### src/rtl/feed_pkg.sv
// ============================================================================
//  Module   : feed_pkg
//  Purpose  : Shared types and constants for the pet-feeder feed sequencer.
//  Revision : 1.0 - initial release
// ============================================================================
`default_nettype none

package feed_pkg;

    localparam int BCD_W  = 4;
    localparam int TIME_W = 6 * BCD_W;

    typedef enum logic [2:0] {
        ST_IDLE  = 3'd0,
        ST_FWD   = 3'd1,
        ST_DEAD1 = 3'd2,
        ST_REV   = 3'd3,
        ST_DEAD2 = 3'd4,
        ST_COOL  = 3'd5
    } feed_state_e;

endpackage

`default_nettype wire

### src/rtl/feed_sequencer_if.sv
// ============================================================================
//  Module   : feed_sequencer_if
//  Purpose  : Time/request inputs and motor/status outputs of the sequencer.
//  Revision : 1.0 - initial release
// ============================================================================
`default_nettype none

interface feed_sequencer_if
    import feed_pkg::*;
#(
    parameter int unsigned CNT_W = 32
) ();

    logic              iEN;
    logic [TIME_W-1:0] iCUR_TIME;
    logic [TIME_W-1:0] iMEAL_TIME;
    logic              iFEED;
    logic [CNT_W-1:0]  iFWD_CYCLES;
    logic              oME;
    logic              oMT1;
    logic              oMT2;
    logic              oBUSY;
    logic              oDONE;
    logic [7:0]        oFEED_CNT;

    modport master (
        output iEN, iCUR_TIME, iMEAL_TIME, iFEED, iFWD_CYCLES,
        input  oME, oMT1, oMT2, oBUSY, oDONE, oFEED_CNT
    );

    modport slave (
        input  iEN, iCUR_TIME, iMEAL_TIME, iFEED, iFWD_CYCLES,
        output oME, oMT1, oMT2, oBUSY, oDONE, oFEED_CNT
    );

endinterface

`default_nettype wire

### src/rtl/time_match_edge.sv
// ============================================================================
//  Module   : time_match_edge
//  Purpose  : Registered current/meal time compare with enable; emits one
//             event on the rising edge of the match window.
//  Revision : 1.0 - initial release
// ============================================================================
`default_nettype none

module time_match_edge
    import feed_pkg::*;
(
    input  wire              iCLK,
    input  wire              iRST,
    input  wire              iEN,
    input  wire [TIME_W-1:0] iCUR_TIME,
    input  wire [TIME_W-1:0] iMEAL_TIME,
    output logic             oEVENT
);

    logic match_d;
    logic match_q;

    // Raw word compare: malformed BCD simply never matches a valid meal time.
    always_comb begin
        match_d = (iCUR_TIME == iMEAL_TIME) && iEN;
        oEVENT  = match_d && !match_q;
    end

    always_ff @(posedge iCLK) begin
        if (iRST) begin
            match_q <= 1'b0;
        end else begin
            match_q <= match_d;
        end
    end

endmodule

`default_nettype wire

### src/rtl/feed_sequencer.sv
// ============================================================================
//  Module   : feed_sequencer
//  Purpose  : Scheduled/manual feed sequencer driving the H-bridge motor.
//             Optional reverse-unjam stage built when FEED_UNJAM_EN is defined.
//  Revision : 1.0 - initial release
// ============================================================================
`default_nettype none

module feed_sequencer
    import feed_pkg::*;
#(
    parameter int unsigned DEAD_CYCLES = 2333333,
    parameter int unsigned REV_CYCLES  = 25000000,
    parameter int unsigned COOL_CYCLES = 50000000,
    parameter int unsigned CNT_W       = 32
) (
    input  wire             iCLK,
    input  wire             iRST,
    feed_sequencer_if.slave bus
);

    // Reload values are duration-1; a zero duration still lasts one cycle.
    localparam logic [CNT_W-1:0] DEAD_LD = CNT_W'((DEAD_CYCLES == 0) ? 0 : DEAD_CYCLES - 1);
    localparam logic [CNT_W-1:0] COOL_LD = CNT_W'((COOL_CYCLES == 0) ? 0 : COOL_CYCLES - 1);
`ifdef FEED_UNJAM_EN
    localparam logic [CNT_W-1:0] REV_LD  = CNT_W'((REV_CYCLES == 0) ? 0 : REV_CYCLES - 1);
`endif

    feed_state_e      state_d, state_q;
    logic [CNT_W-1:0] cnt_d, cnt_q;
    logic [CNT_W-1:0] fwd_ld;
    logic             pending_d, pending_q;
    logic             feed_d, feed_q;
    logic [7:0]       feed_cnt_d, feed_cnt_q;
    logic             me_d, me_q;
    logic             mt1_d, mt1_q;
    logic             busy_d, busy_q;
    logic             done_d, done_q;
    logic             sched_ev;
    logic             man_ev;
    logic             any_ev;
`ifdef FEED_UNJAM_EN
    logic             mt2_d, mt2_q;
`endif

    time_match_edge u_match (
        .iCLK       (iCLK),
        .iRST       (iRST),
        .iEN        (bus.iEN),
        .iCUR_TIME  (bus.iCUR_TIME),
        .iMEAL_TIME (bus.iMEAL_TIME),
        .oEVENT     (sched_ev)
    );

    always_comb begin
        feed_d     = bus.iFEED;
        man_ev     = bus.iFEED && !feed_q;
        any_ev     = sched_ev || man_ev;
        fwd_ld     = (bus.iFWD_CYCLES == '0) ? '0 : bus.iFWD_CYCLES - 1'b1;
        state_d    = state_q;
        cnt_d      = cnt_q;
        pending_d  = pending_q || any_ev;
        feed_cnt_d = feed_cnt_q;

        case (state_q)
            ST_IDLE: begin
                if (pending_q) begin
                    pending_d = any_ev;
                    cnt_d     = fwd_ld;
                    state_d   = ST_FWD;
                end
            end
            ST_FWD: begin
                if (cnt_q == '0) begin
                    cnt_d   = DEAD_LD;
                    state_d = ST_DEAD1;
                    if (feed_cnt_q != 8'hFF) begin
                        feed_cnt_d = feed_cnt_q + 8'd1;
                    end
                end else begin
                    cnt_d = cnt_q - 1'b1;
                end
            end
            ST_DEAD1: begin
                if (cnt_q == '0) begin
`ifdef FEED_UNJAM_EN
                    cnt_d   = REV_LD;
                    state_d = ST_REV;
`else
                    cnt_d   = COOL_LD;
                    state_d = ST_COOL;
`endif
                end else begin
                    cnt_d = cnt_q - 1'b1;
                end
            end
`ifdef FEED_UNJAM_EN
            ST_REV: begin
                if (cnt_q == '0) begin
                    cnt_d   = DEAD_LD;
                    state_d = ST_DEAD2;
                end else begin
                    cnt_d = cnt_q - 1'b1;
                end
            end
            ST_DEAD2: begin
                if (cnt_q == '0) begin
                    cnt_d   = COOL_LD;
                    state_d = ST_COOL;
                end else begin
                    cnt_d = cnt_q - 1'b1;
                end
            end
`endif
            ST_COOL: begin
                if (cnt_q == '0) begin
                    state_d = ST_IDLE;
                end else begin
                    cnt_d = cnt_q - 1'b1;
                end
            end
            default: begin
                cnt_d   = '0;
                state_d = ST_IDLE;
            end
        endcase

        // Outputs decode the next state so they are registered alongside it.
        me_d   = (state_d == ST_FWD) || (state_d == ST_REV);
        mt1_d  = (state_d == ST_FWD);
        busy_d = (state_d != ST_IDLE);
        done_d = (state_d == ST_COOL) && (state_q != ST_COOL);
`ifdef FEED_UNJAM_EN
        mt2_d  = (state_d == ST_REV);
`endif
    end

    always_ff @(posedge iCLK) begin
        if (iRST) begin
            state_q    <= ST_IDLE;
            cnt_q      <= '0;
            pending_q  <= 1'b0;
            feed_q     <= 1'b0;
            feed_cnt_q <= 8'd0;
            me_q       <= 1'b0;
            mt1_q      <= 1'b0;
            busy_q     <= 1'b0;
            done_q     <= 1'b0;
`ifdef FEED_UNJAM_EN
            mt2_q      <= 1'b0;
`endif
        end else begin
            state_q    <= state_d;
            cnt_q      <= cnt_d;
            pending_q  <= pending_d;
            feed_q     <= feed_d;
            feed_cnt_q <= feed_cnt_d;
            me_q       <= me_d;
            mt1_q      <= mt1_d;
            busy_q     <= busy_d;
            done_q     <= done_d;
`ifdef FEED_UNJAM_EN
            mt2_q      <= mt2_d;
`endif
        end
    end

    assign bus.oME       = me_q;
    assign bus.oMT1      = mt1_q;
    assign bus.oBUSY     = busy_q;
    assign bus.oDONE     = done_q;
    assign bus.oFEED_CNT = feed_cnt_q;
`ifdef FEED_UNJAM_EN
    assign bus.oMT2      = mt2_q;
`else
    assign bus.oMT2      = 1'b0;
`endif

endmodule

`default_nettype wire

### src/flat_wrapper.sv
// flat-port wrapper written by rule: the top's interface ports become plain ports
module feed_sequencer_flat import feed_pkg::*;
#(
    parameter int unsigned DEAD_CYCLES = 2333333,
    parameter int unsigned REV_CYCLES  = 25000000,
    parameter int unsigned COOL_CYCLES = 50000000,
    parameter int unsigned CNT_W       = 32
)
  (iCLK, iRST, bus_iEN, bus_iCUR_TIME, bus_iMEAL_TIME, bus_iFEED, bus_iFWD_CYCLES, bus_oME, bus_oMT1, bus_oMT2, bus_oBUSY, bus_oDONE, bus_oFEED_CNT);
  feed_sequencer_if #(.CNT_W(CNT_W)) bus_i ();
  input  wire iCLK;
  input  wire iRST;
  input wire logic [$bits(bus_i.iEN)-1:0] bus_iEN;
  input wire logic [$bits(bus_i.iCUR_TIME)-1:0] bus_iCUR_TIME;
  input wire logic [$bits(bus_i.iMEAL_TIME)-1:0] bus_iMEAL_TIME;
  input wire logic [$bits(bus_i.iFEED)-1:0] bus_iFEED;
  input wire logic [$bits(bus_i.iFWD_CYCLES)-1:0] bus_iFWD_CYCLES;
  output wire logic [$bits(bus_i.oME)-1:0] bus_oME;
  output wire logic [$bits(bus_i.oMT1)-1:0] bus_oMT1;
  output wire logic [$bits(bus_i.oMT2)-1:0] bus_oMT2;
  output wire logic [$bits(bus_i.oBUSY)-1:0] bus_oBUSY;
  output wire logic [$bits(bus_i.oDONE)-1:0] bus_oDONE;
  output wire logic [$bits(bus_i.oFEED_CNT)-1:0] bus_oFEED_CNT;
  assign bus_i.iEN = bus_iEN;
  assign bus_i.iCUR_TIME = bus_iCUR_TIME;
  assign bus_i.iMEAL_TIME = bus_iMEAL_TIME;
  assign bus_i.iFEED = bus_iFEED;
  assign bus_i.iFWD_CYCLES = bus_iFWD_CYCLES;
  assign bus_oME = bus_i.oME;
  assign bus_oMT1 = bus_i.oMT1;
  assign bus_oMT2 = bus_i.oMT2;
  assign bus_oBUSY = bus_i.oBUSY;
  assign bus_oDONE = bus_i.oDONE;
  assign bus_oFEED_CNT = bus_i.oFEED_CNT;
  feed_sequencer #(.DEAD_CYCLES(DEAD_CYCLES), .REV_CYCLES(REV_CYCLES), .COOL_CYCLES(COOL_CYCLES), .CNT_W(CNT_W)) u_core (.iCLK(iCLK), .iRST(iRST), .bus(bus_i));
endmodule
### config.mk
export PLATFORM = sky130hd
export DESIGN_NAME = feed_sequencer_flat
export DESIGN_NICKNAME = d
export VERILOG_FILES = /design/src/rtl/feed_pkg.sv /design/src/rtl/feed_sequencer_if.sv /design/src/rtl/time_match_edge.sv /design/src/rtl/feed_sequencer.sv /design/src/flat_wrapper.sv
export SDC_FILE = /design/constraint.sdc
export NUM_CORES = 1
export LEC_CHECK = 0
export CORE_UTILIZATION = 35
export DETAILED_ROUTE_END_ITERATION = 16
export HOLD_SLACK_MARGIN = 0.05
export PLACE_DENSITY = 0.66
export SLEW_MARGIN = 10
export SYNTH_ARGS = -nofsm -noshare
export SYNTH_HDL_FRONTEND = slang
export SYNTH_HIERARCHICAL = 1
export SYNTH_SLANG_ARGS = --single-unit
export TNS_END_PERCENT = 20
### constraint.sdc
create_clock -name iCLK -period 3.6 [get_ports iCLK]
set_input_delay 0.36 -clock iCLK [delete_from_list [all_inputs] [get_ports iCLK]]
set_output_delay 0.36 -clock iCLK [all_outputs]
set_load 0.02 [all_outputs]
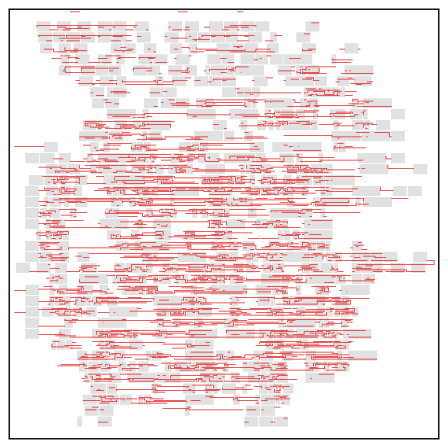
*M1 wires*
main direction: horizontal
wire length on this layer: 5380 microns

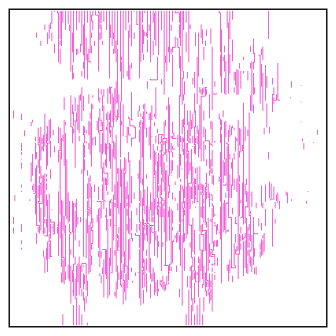
*Signal wires on met2*
longest straight run: 50.0 microns
main direction: vertical
wire length on this layer: 5940 microns

==> impl_table.tex <==
% Yosys + OpenROAD metrics
\begin{tabular}{lr}
\hline
Metric & Value \\
\hline
\multicolumn{2}{l}{\textbf{Worst setup path}} \\
\quad Critical path required time & between 3 and 4 ns \\
\quad Largest fanout of any net on the critical path & 7 \\
\quad Crit path max-delay family & simple AND/OR/NAND/NOR gates \\
\quad First element of the critical path & u\_core/cnt\_q[18]\$\_SDFFE\_PP0P\_ \\
\quad Largest stage delay, worst path & approximately 0.7 ns \\
\quad Path depth of the worst reg2reg path & 6 \\
\quad Buffers plus inverters on the worst setup path & 0 \\
\quad Slowest cell on the critical path & sky130\_fd\_sc\_hd\_\_or4\_1 \\
\quad Reg-to-reg setup timing slack & about 0.48 ns \\
\multicolumn{2}{l}{\textbf{Worst hold path}} \\
\quad Hold endpoint & u\_core/cnt\_q[17]\$\_SDFFE\_PP0P\_ \\
\multicolumn{2}{l}{\textbf{Routing}} \\
\quad Initial DRT Pass Iterations & 6 \\
\quad DRC Markers & 0 \\
\quad Iter 0 DRT Violations & $\sim$300 \\
\multicolumn{2}{l}{\textbf{Logic synthesis}} \\
\quad Gate count after technology mapping & slightly below 500 \\
\quad Number of synthesized flops with an enable pin & 0 \\
\quad Most frequent cell after synthesis & sky130\_fd\_sc\_hd\_\_dfxtp\_1 \\
\quad Post-synth top area cell & sky130\_fd\_sc\_hd\_\_dfxtp\_1 \\
\multicolumn{2}{l}{\textbf{Pwr}} \\
\quad Static power due to leakage & 1.71 nW \\
\quad Pwr per Cell Area & 351 mW/mm\^{}2 \\
\multicolumn{2}{l}{\textbf{CTS}} \\
\quad Cts hold-fix bufs & 0 \\
\quad Clock edge transition at the registers on the reported setup and hold paths & around 0.11 ns \\
\quad Number of instances resized during post-cts repair & 0 \\
\quad Post-CTS Setup Repair Bufs & 0 \\
\quad Clock root buffer master & sky130\_fd\_sc\_hd\_\_clkbuf\_8 \\
\quad Htree depth & 2 \\
\quad Clock Sinks & approximately 50 \\
\multicolumn{2}{l}{\textbf{Final layout}} \\
\quad Fraction of final layout cells with drive strength greater than 1 & slightly below 8\% \\
\quad Most frequent logic cells in the routed design & sky130\_fd\_sc\_hd\_\_clkdlybuf4s50\_1 (95), sky130\_fd\_sc\_hd\_\_dfxtp\_1 (50), sky130\_fd\_sc\_hd\_\_nor2\_1 (44) \\
\quad Number of nets in the final layout & 665 \\
\quad Register Area & between 0.001 and 0.0015 sq mm \\
\quad Register ranked first by flip-flop count & u\_core/cnt\_q \\
\multicolumn{2}{l}{\textbf{Die}} \\
\quad Initial cell density of the core & 36.4\% \\
\quad Core outline area & 0.0104 sq mm \\
\multicolumn{2}{l}{\textbf{Timing}} \\
\quad Timing-limited maximum frequency & 0.320 GHz \\
\quad Post-route setup TNS & 0 ns \\
\quad Hold violation count in the final report & 0 \\
\quad Unrepaired setup endpoints after global routing & false \\
\quad Final critical-path share of the clock period & 86.7\% \\
\quad Worst slew pin tran & 0.804 ns \\
\multicolumn{2}{l}{\textbf{Placement}} \\
\quad Area of placed instances & slightly below 0.005 sq mm \\
\quad I/O Buffers & approximately 95 \\
\multicolumn{2}{l}{\textbf{Job}} \\
\quad Number of OpenROAD warnings & 26 \\
\multicolumn{2}{l}{\textbf{Outcome}} \\
\quad Run status & completed \\
\multicolumn{2}{l}{\textbf{Global route}} \\
\quad Vias in the first global route & around 3900 \\
\quad Gr usage total & 22.2\% \\
\quad First-pass GRT wire length & slightly below 20000 microns \\
\hline
\end{tabular}
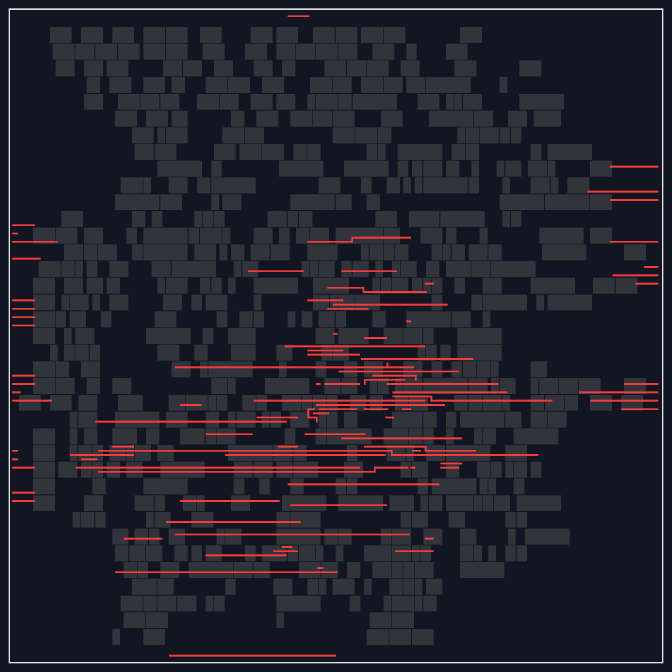
*Signal wires on met3*
nets with wire on the layer: 76
share of all routed wire: 8.1%

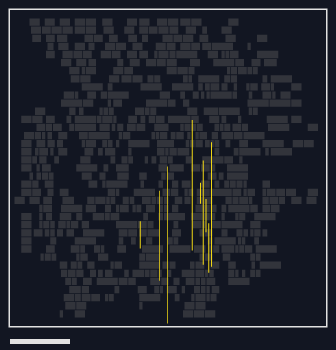
*Met4 routing*
Scale bar: 20 microns.
main direction: vertical
share of all routed wire: 2.0%
longest straight run: 52.4 microns
wire length on this layer: 245 microns

stage by stage:
stage	cells	setup slack [ns]	hold WS, ns	util [%]
CTS	715	0.522	0.501	48.0
detailed placement	707	0.244	0.486	47.0
floorplan	484	0.850	0.438	-
global placement	707	0.309	0.479	47.0
finish	715	0.478	0.498	48.0
global route	715	0.386	0.524	48.0
worst reg2reg max path: cells and delay by family, from the launching register on:
family	cells	cell delay (ns)
simple gates	3	1.84
flops	1	0.37
compound gates	3	0.80
metal layers:
layer	routed length [microns]	vias up	track usage [%]
met4	244	0	6.45
li1	-	2016	-
met3	1020	21	3.92
met5	0	-	0
met2	5940	155	37.1
met1	5380	1975	29.2
logic make-up after synthesis:
| family | count (synthesis) | synth area share, % |
|---|---|---|
| AOI/OAI and AO/OA | 120 | 22.7 |
| and+or+nand+nor | 219 | 31.7 |
| other | 1 | 0.0989 |
| DFF | 50 | 26.4 |
| xor gates and xnor gates | 58 | 13.4 |
| muxes | 3 | 0.825 |
| adders and majority gates | 3 | 0.991 |
| buffers and inverters | 30 | 3.83 |
cell type report:
type | instances | area share, %
well taps | 136 | 3.41
clock inverters | 3 | 0.576
clock buffers | 5 | 1.38
flip-flops and latches | 50 | 20.0
inverters | 9 | 0.676
multi-input cells | 404 | 52.9
repair buffers | 108 | 21.0
where the power goes:
part | switching (mW) | internal [mW] | total, mW | leakage, nW
Combinational | 0.395 | 0.319 | 0.714 | 1.25
Sequential | 0.0669 | 0.607 | 0.674 | 0.409
Clock | 0.222 | 0.146 | 0.367 | 0.0506
Total | 0.683 | 1.07 | 1.76 | 1.71
Power is estimated from default activity; no workload was simulated.
